**Cell placement**

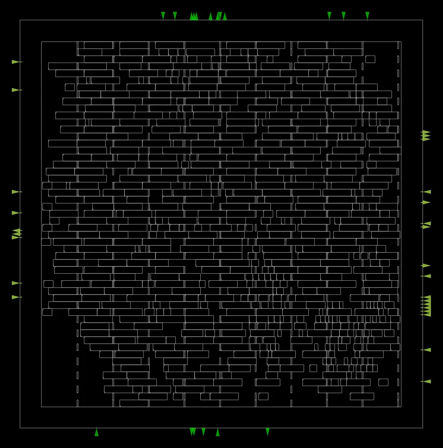
**Sequential cells grouped by signal name**

Other sequential cells in the stronger grey, the rest of the logic in the fainter grey.
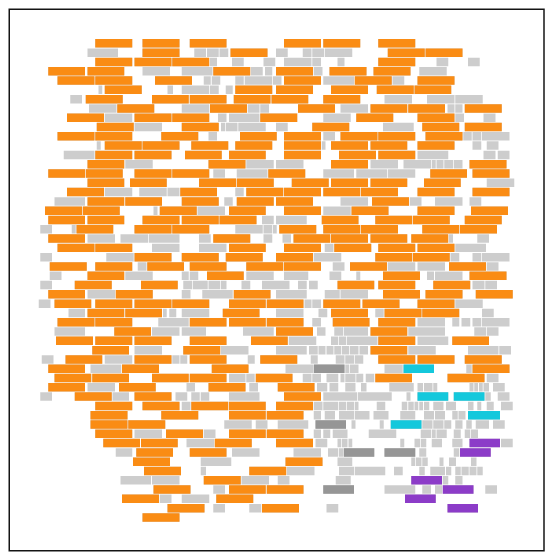
==> config.mk <==
export PLATFORM = sky130hd
export DESIGN_NAME = ipsxe_fft_distributed_delayline_v1_4
export DESIGN_NICKNAME = d
export VERILOG_FILES = /design/src/rtl/ipsxe_fft_dl_pkg.sv /design/src/rtl/ipsxe_fft_distributed_sdpram_v1_2.sv /design/src/rtl/ipsxe_fft_distributed_delayline_v1_4.sv
export SDC_FILE = /design/constraint.sdc
export NUM_CORES = 1
export LEC_CHECK = 0
export CORE_AREA = 8 8 148 150
export DETAILED_ROUTE_END_ITERATION = 10
export DIE_AREA = 0 0 156 158
export PLACE_DENSITY_LB_ADDON = 0.3
export SLEW_MARGIN = 20
export SYNTH_ARGS = -nofsm -noshare
export SYNTH_HDL_FRONTEND = slang
export SYNTH_SLANG_ARGS = --single-unit
==> constraint.sdc <==
create_clock -name clk -period 4.4 [get_ports clk]
set_input_delay 0.66 -clock clk [delete_from_list [all_inputs] [get_ports clk]]
set_output_delay 0.66 -clock clk [all_outputs]
set_load 0.005 [all_outputs]
==> src/rtl/ipsxe_fft_dl_pkg.sv <==
// Shared definitions for the FFT distributed delay line: state encoding,
// constant-width helper and the depth clamp applied when a new depth is loaded.
package ipsxe_fft_dl_pkg;

    typedef enum logic {
        ST_FILL = 1'b0,
        ST_RUN  = 1'b1
    } state_t;

    function automatic int unsigned clog2(input int unsigned v);
        int unsigned r;
        r = 0;
        for (int i = 0; i < 32; i++) begin
            if ((32'd1 << i) < v) r = i + 1;
        end
        return r;
    endfunction

    // A zero delay is not representable by the ring, so it degrades to one sample.
    function automatic int unsigned clamp_depth(input int unsigned d, input int unsigned max_d);
        if (d == 0) return 1;
        else if (d > max_d) return max_d;
        else return d;
    endfunction

endpackage

==> src/rtl/ipsxe_fft_distributed_sdpram_v1_2.sv <==
// Simple dual-port distributed RAM: synchronous write, asynchronous read,
// with an optional registered read port. Contents are never reset.
module ipsxe_fft_distributed_sdpram_v1_2 #(
    parameter int ADDR_WIDTH = 4,
    parameter int DATA_WIDTH = 17,
    parameter int OUT_REG    = 0
) (
    input  logic                  clk,
    input  logic                  wr_en,
    input  logic [ADDR_WIDTH-1:0] wr_addr,
    input  logic [DATA_WIDTH-1:0] wr_data,
    input  logic                  rd_en,
    input  logic [ADDR_WIDTH-1:0] rd_addr,
    output logic [DATA_WIDTH-1:0] rd_data
);
    localparam int WORDS = 1 << ADDR_WIDTH;

    logic [DATA_WIDTH-1:0] mem [WORDS];

    always_ff @(posedge clk) begin
        if (wr_en) mem[wr_addr] <= wr_data;
    end

    generate
        if (OUT_REG != 0) begin : g_reg
            logic [DATA_WIDTH-1:0] rd_q;
            // Same-address read and write return the old word.
            always_ff @(posedge clk) begin
                if (rd_en) rd_q <= mem[rd_addr];
            end
            assign rd_data = rd_q;
        end else begin : g_comb
            logic unused_rd_en;
            assign unused_rd_en = rd_en;
            assign rd_data = mem[rd_addr];
        end
    endgenerate

endmodule

==> src/rtl/ipsxe_fft_distributed_delayline_v1_4.sv <==
// Multi-lane programmable delay line over a distributed-RAM ring; outputs are
// masked while the ring refills after reset or a depth change.
module ipsxe_fft_distributed_delayline_v1_4
    import ipsxe_fft_dl_pkg::*;
#(
    parameter int DATA_WIDTH = 16,
    parameter int NUM_CH     = 1,
    parameter int MAX_DEPTH  = 16,
    parameter int OUT_REG    = 0,
    localparam int AW = (clog2(MAX_DEPTH) > 4) ? clog2(MAX_DEPTH) : 4,
    localparam int DW = clog2(MAX_DEPTH + 1),
    localparam int WW = NUM_CH * DATA_WIDTH
) (
    input  logic          clk,
    input  logic          rst_n,
    input  logic          clken,
    input  logic [WW-1:0] din,
    input  logic          din_valid,
    input  logic [DW-1:0] depth,
    input  logic          depth_load,
    output logic [WW-1:0] dout,
    output logic          dout_valid,
    output logic          filling
);
    state_t        state;
    logic [AW-1:0] wr_addr;
    logic [AW-1:0] rd_addr;
    logic [AW:0]   depth_ext;
    logic [DW-1:0] cur_depth;
    logic [DW:0]   fill_cnt;
    logic [DW:0]   fill_target;
    logic [WW:0]   ram_q;

    // A depth of 2^AW truncates to zero here, so the read hits the word about to be overwritten.
    assign depth_ext   = (AW + 1)'(cur_depth);
    assign rd_addr     = wr_addr - depth_ext[AW-1:0];
    assign fill_target = {1'b0, cur_depth} + (DW + 1)'(OUT_REG) - (DW + 1)'(1);

    always_ff @(posedge clk or negedge rst_n) begin
        if (!rst_n) begin
            state     <= ST_FILL;
            cur_depth <= DW'(MAX_DEPTH);
            wr_addr   <= '0;
            fill_cnt  <= '0;
        end else begin
            if (clken) wr_addr <= wr_addr + AW'(1);
            if (depth_load) begin
                cur_depth <= DW'(clamp_depth(32'(depth), MAX_DEPTH));
                fill_cnt  <= '0;
                state     <= ST_FILL;
            end else if (clken && state == ST_FILL) begin
                if (fill_cnt == fill_target) state <= ST_RUN;
                else fill_cnt <= fill_cnt + (DW + 1)'(1);
            end
        end
    end

    ipsxe_fft_distributed_sdpram_v1_2 #(
        .ADDR_WIDTH (AW),
        .DATA_WIDTH (WW + 1),
        .OUT_REG    (OUT_REG)
    ) u_ram (
        .clk     (clk),
        .wr_en   (clken),
        .wr_addr (wr_addr),
        .wr_data ({din_valid, din}),
        .rd_en   (clken),
        .rd_addr (rd_addr),
        .rd_data (ram_q)
    );

    // Stale or in-flight words never leave the block while filling.
    assign dout       = (state == ST_RUN) ? ram_q[WW-1:0] : '0;
    assign dout_valid = (state == ST_RUN) && ram_q[WW];
    assign filling    = (state == ST_FILL);

endmodule

==> results.json <==
{
  "status": "complete, no violations",
  "synth-xor-area-share_pct": 0.993,
  "final_area_um2": 13300,
  "port_buffers": 43,
  "hold_class": "input port to asynchronous set/reset pin",
  "cpLargestDelayFamily": "buffers and inverters",
  "yosysChipArea_um2": 11500,
  "finalCritPeriodShare_pct": 96.4,
  "worstSkewPairLatency_ps": 530,
  "reg2reg_slack_ps": 2170,
  "fin_skew_ps": 7.84,
  "nFillCells": 1225,
  "leakage_nw": 4.30,
  "drive_gt1_share_pct": 23.1,
  "drtIter0Drc": 480,
  "path_buffers": 4,
  "path_class": "flip-flop to output port",
  "synth-simple-area-share_pct": 3.31,
  "cts_root_buf": "clkbuf_16",
  "max_stage_delay_ps": 590,
  "initial_core_util_pct": 58.2,
  "netlist.area_leader.share_pct": 71.2,
  "firstDrtPassIters": 5,
  "dp_hpwl_um": 13300,
  "cts_buffers": 28,
  "cp.depth": 10,
  "avgViaCountPerCell": 6.08,
  "grt_max_degree": 41,
  "ant_nets": 0,
  "place_area_um2": 12400,
  "ys_sh_aoi_pct": 3.44,
  "layout.nets": 664,
  "fp_nets": 596,
  "drc": 0,
  "slowest_stage": "clkdlybuf4s50_1",
  "p_total_mw": 8.43,
  "grt.total_usage_pct": 19.0,
  "cp.required_ps": 3740,
  "finalHoldViolCount": 0,
  "finalWorstPathRequiredPeriod_ps": 4240,
  "synth.avg_cell_area_um2": 20.5,
  "critPathArrivalTime_ps": 3580,
  "grt_pass1_vias": 5795,
  "crit_chain": "inv_1 > ha_4 > inv_1 > fa_2 > buf_12 > mux4_2 > nor2b_1 > a211oi_1 > a211oi_1 > clkdlybuf4s50_1",
  "maxSlewHeadroom_pct": 31.3,
  "adder_share_pct": 1.16,
  "warnings": 29,
  "power_density_nw_per_um2": 632,
  "postCtsHoldBufs": 0,
  "crit_path_end_kind": "output port",
  "yosys.area.top_type": "edfxtp_1",
  "setup_tns_ps": 0,
  "synth_cells": 560,
  "endpoint": "dout[10]",
  "wirelength_um": 22700,
  "ys_seq_share_pct": 74.7,
  "max_clock_freq_mhz": 236,
  "cts_tree": "done",
  "clock_sinks": 288,
  "grt_overflow": 0,
  "diodes": 0,
  "ys_sh_mux_pct": 14.9,
  "top_cells_by_area": "edfxtp_1, mux4_2, dfrtp_1",
  "clkTransAtPathRegs_ps": 60,
  "drv_slew": 0,
  "critPathMaxFanout": 40,
  "clk_path_buf_depth": 3,
  "vias": 5588,
  "synth_area_um2": 11500,
  "start_kind": "flip-flop",
  "grt_pass1_wl_um": 34900,
  "finalSetupViolCount": 0,
  "yosys_cells": 560,
  "crit_start": "wr_addr[0]",
  "chip_area_um2": 24600,
  "r2r_start": "cur_depth[3]",
  "area_growth_syn_to_layout_pct": 16.2,
  "logic_family": "multiplexers"
}
Notes on 'cell placement' above:
Post-Layout Cell Count: 919
core area: 19700 um2
Finished Core Util: 67.6%
# rows: 52
tap cell count: 270

Notes on 'sequential cells grouped by signal name' above:
Purple stands for fill_cnt, sequential cells 6, where south-east. Cyan stands for cur_depth, sequential cells 5. Orange stands for u_ram.mem, sequential cells 272, where spread over the die.
Another 5 sequential cells are not coloured.

## how the worst min path moves through the flow
stage | depth (start not counted) | start | slack, ps | end
finish | 1 | rst_n | 570 | fill_cnt[5]
detailed placement | 2 | state | 560 | state
CTS | 2 | state | 570 | state
global placement | 1 | wr_addr[0] | 540 | wr_addr[0]
global route | 2 | state | 600 | state
floorplan | 0 | rst_n | 360 | cur_depth[0]
## metrics by stage
| step | utilization (%) | hold slack (ps) | setup slack (ps) |
|---|---|---|---|
| 3_5_place_dp | 62.8 | 559 | 626 |
| 4_1_cts | 67.3 | 572 | 44.6 |
| 2_1_floorplan | - | 364 | 1140 |
| 5_1_grt | 67.6 | 596 | 7.46 |
| 6_report | 67.6 | 574 | 159 |
| 3_3_place_gp | 62.8 | 540 | 703 |
## Yosys cell counts, drive strengths merged
cell type / count
edfxtp: 272
mux4: 68
a211oi: 34
nor2b: 18
mux2i: 17
clkbuf: 16
buf: 15
dfrtp: 15
o21ai: 14
and2: 12
ha: 9
a21oi: 8
inv: 8
nand2: 8
xnor2: 8
or3: 6
nand4: 5
nor2: 5
xor2: 5
nor3: 3
nor3b: 3
and3: 2
a21o: 1
a311oi: 1
a32oi: 1
and3b: 1
dfstp: 1
fa: 1
mux2: 1
nand3b: 1
or4: 1
## cell type report
| cell class | instances | area (um2) | area share, % |
|---|---|---|---|
| Inverter | 8 | 30.0 | 0.225 |
| Multi-Input combinational cell | 233 | 2820 | 21.1 |
| Clock inverter | 12 | 83.8 | 0.629 |
| Sequential cell | 288 | 8570 | 64.3 |
| Tap cell | 270 | 338 | 2.54 |
| Clock buffer | 39 | 803 | 6.03 |
| Timing Repair Buffer | 69 | 683 | 5.13 |
## metal layers
| metal | vias to the layer above | share of wire [%] | track usage [%] |
|---|---|---|---|
| met1 | 2938 | 42 | 25.2 |
| met4 | 0 | 2.2 | 6.28 |
| met3 | 39 | 5.3 | 3.44 |
| li1 | 2443 | - | - |
| met2 | 168 | 51 | 31.6 |
| met5 | - | 0 | 0 |
## layout by cell type, fill, tap and decap left out, types with 5 or more instances in the layout
master,n
clkbuf_1,6
edfxtp_1,272
inv_1,8
clkinv_1,5
clkdlybuf4s50_1,43
or3_1,6
buf_4,21
xnor2_1,7
o21ai_0,9
mux4_2,68
nand2_1,8
a21oi_1,8
dfrtp_1,15
clkbuf_16,29
ha_1,8
nand4_1,5
a211oi_1,32
nor2b_1,18
and2_1,9
mux2i_1,17
## kinds of logic after synthesis
logic type	Yosys count
AND-OR/OR-AND	59
adder cells (fa/ha/maj)	10
AND/OR/NAND/NOR	65
XOR/XNOR	13
buffers and inverters	39
flip-flops	288
multiplexers	86
## power by group
part | internal, mW | switching, mW | total, mW
Combinational | 1.33 | 1.45 | 2.78
Sequential | 3.28 | 0.101 | 3.38
Clock | 1.32 | 0.948 | 2.27
Total | 5.93 | 2.50 | 8.43
## sequential cells by signal, indices dropped and copies added, names as in the netlist
name,count
cur_depth,5
fill_cnt,6
state,1
u_ram.mem,272
wr_addr,4
## repair_timing
| action | CTS | global route |
|---|---|---|
| endpoints found under the setup margin | 0 | 12 |
| resized | 0 | 5 |
| setup buffers | 0 | 3 |
Power and IR drop assume default switching activity.
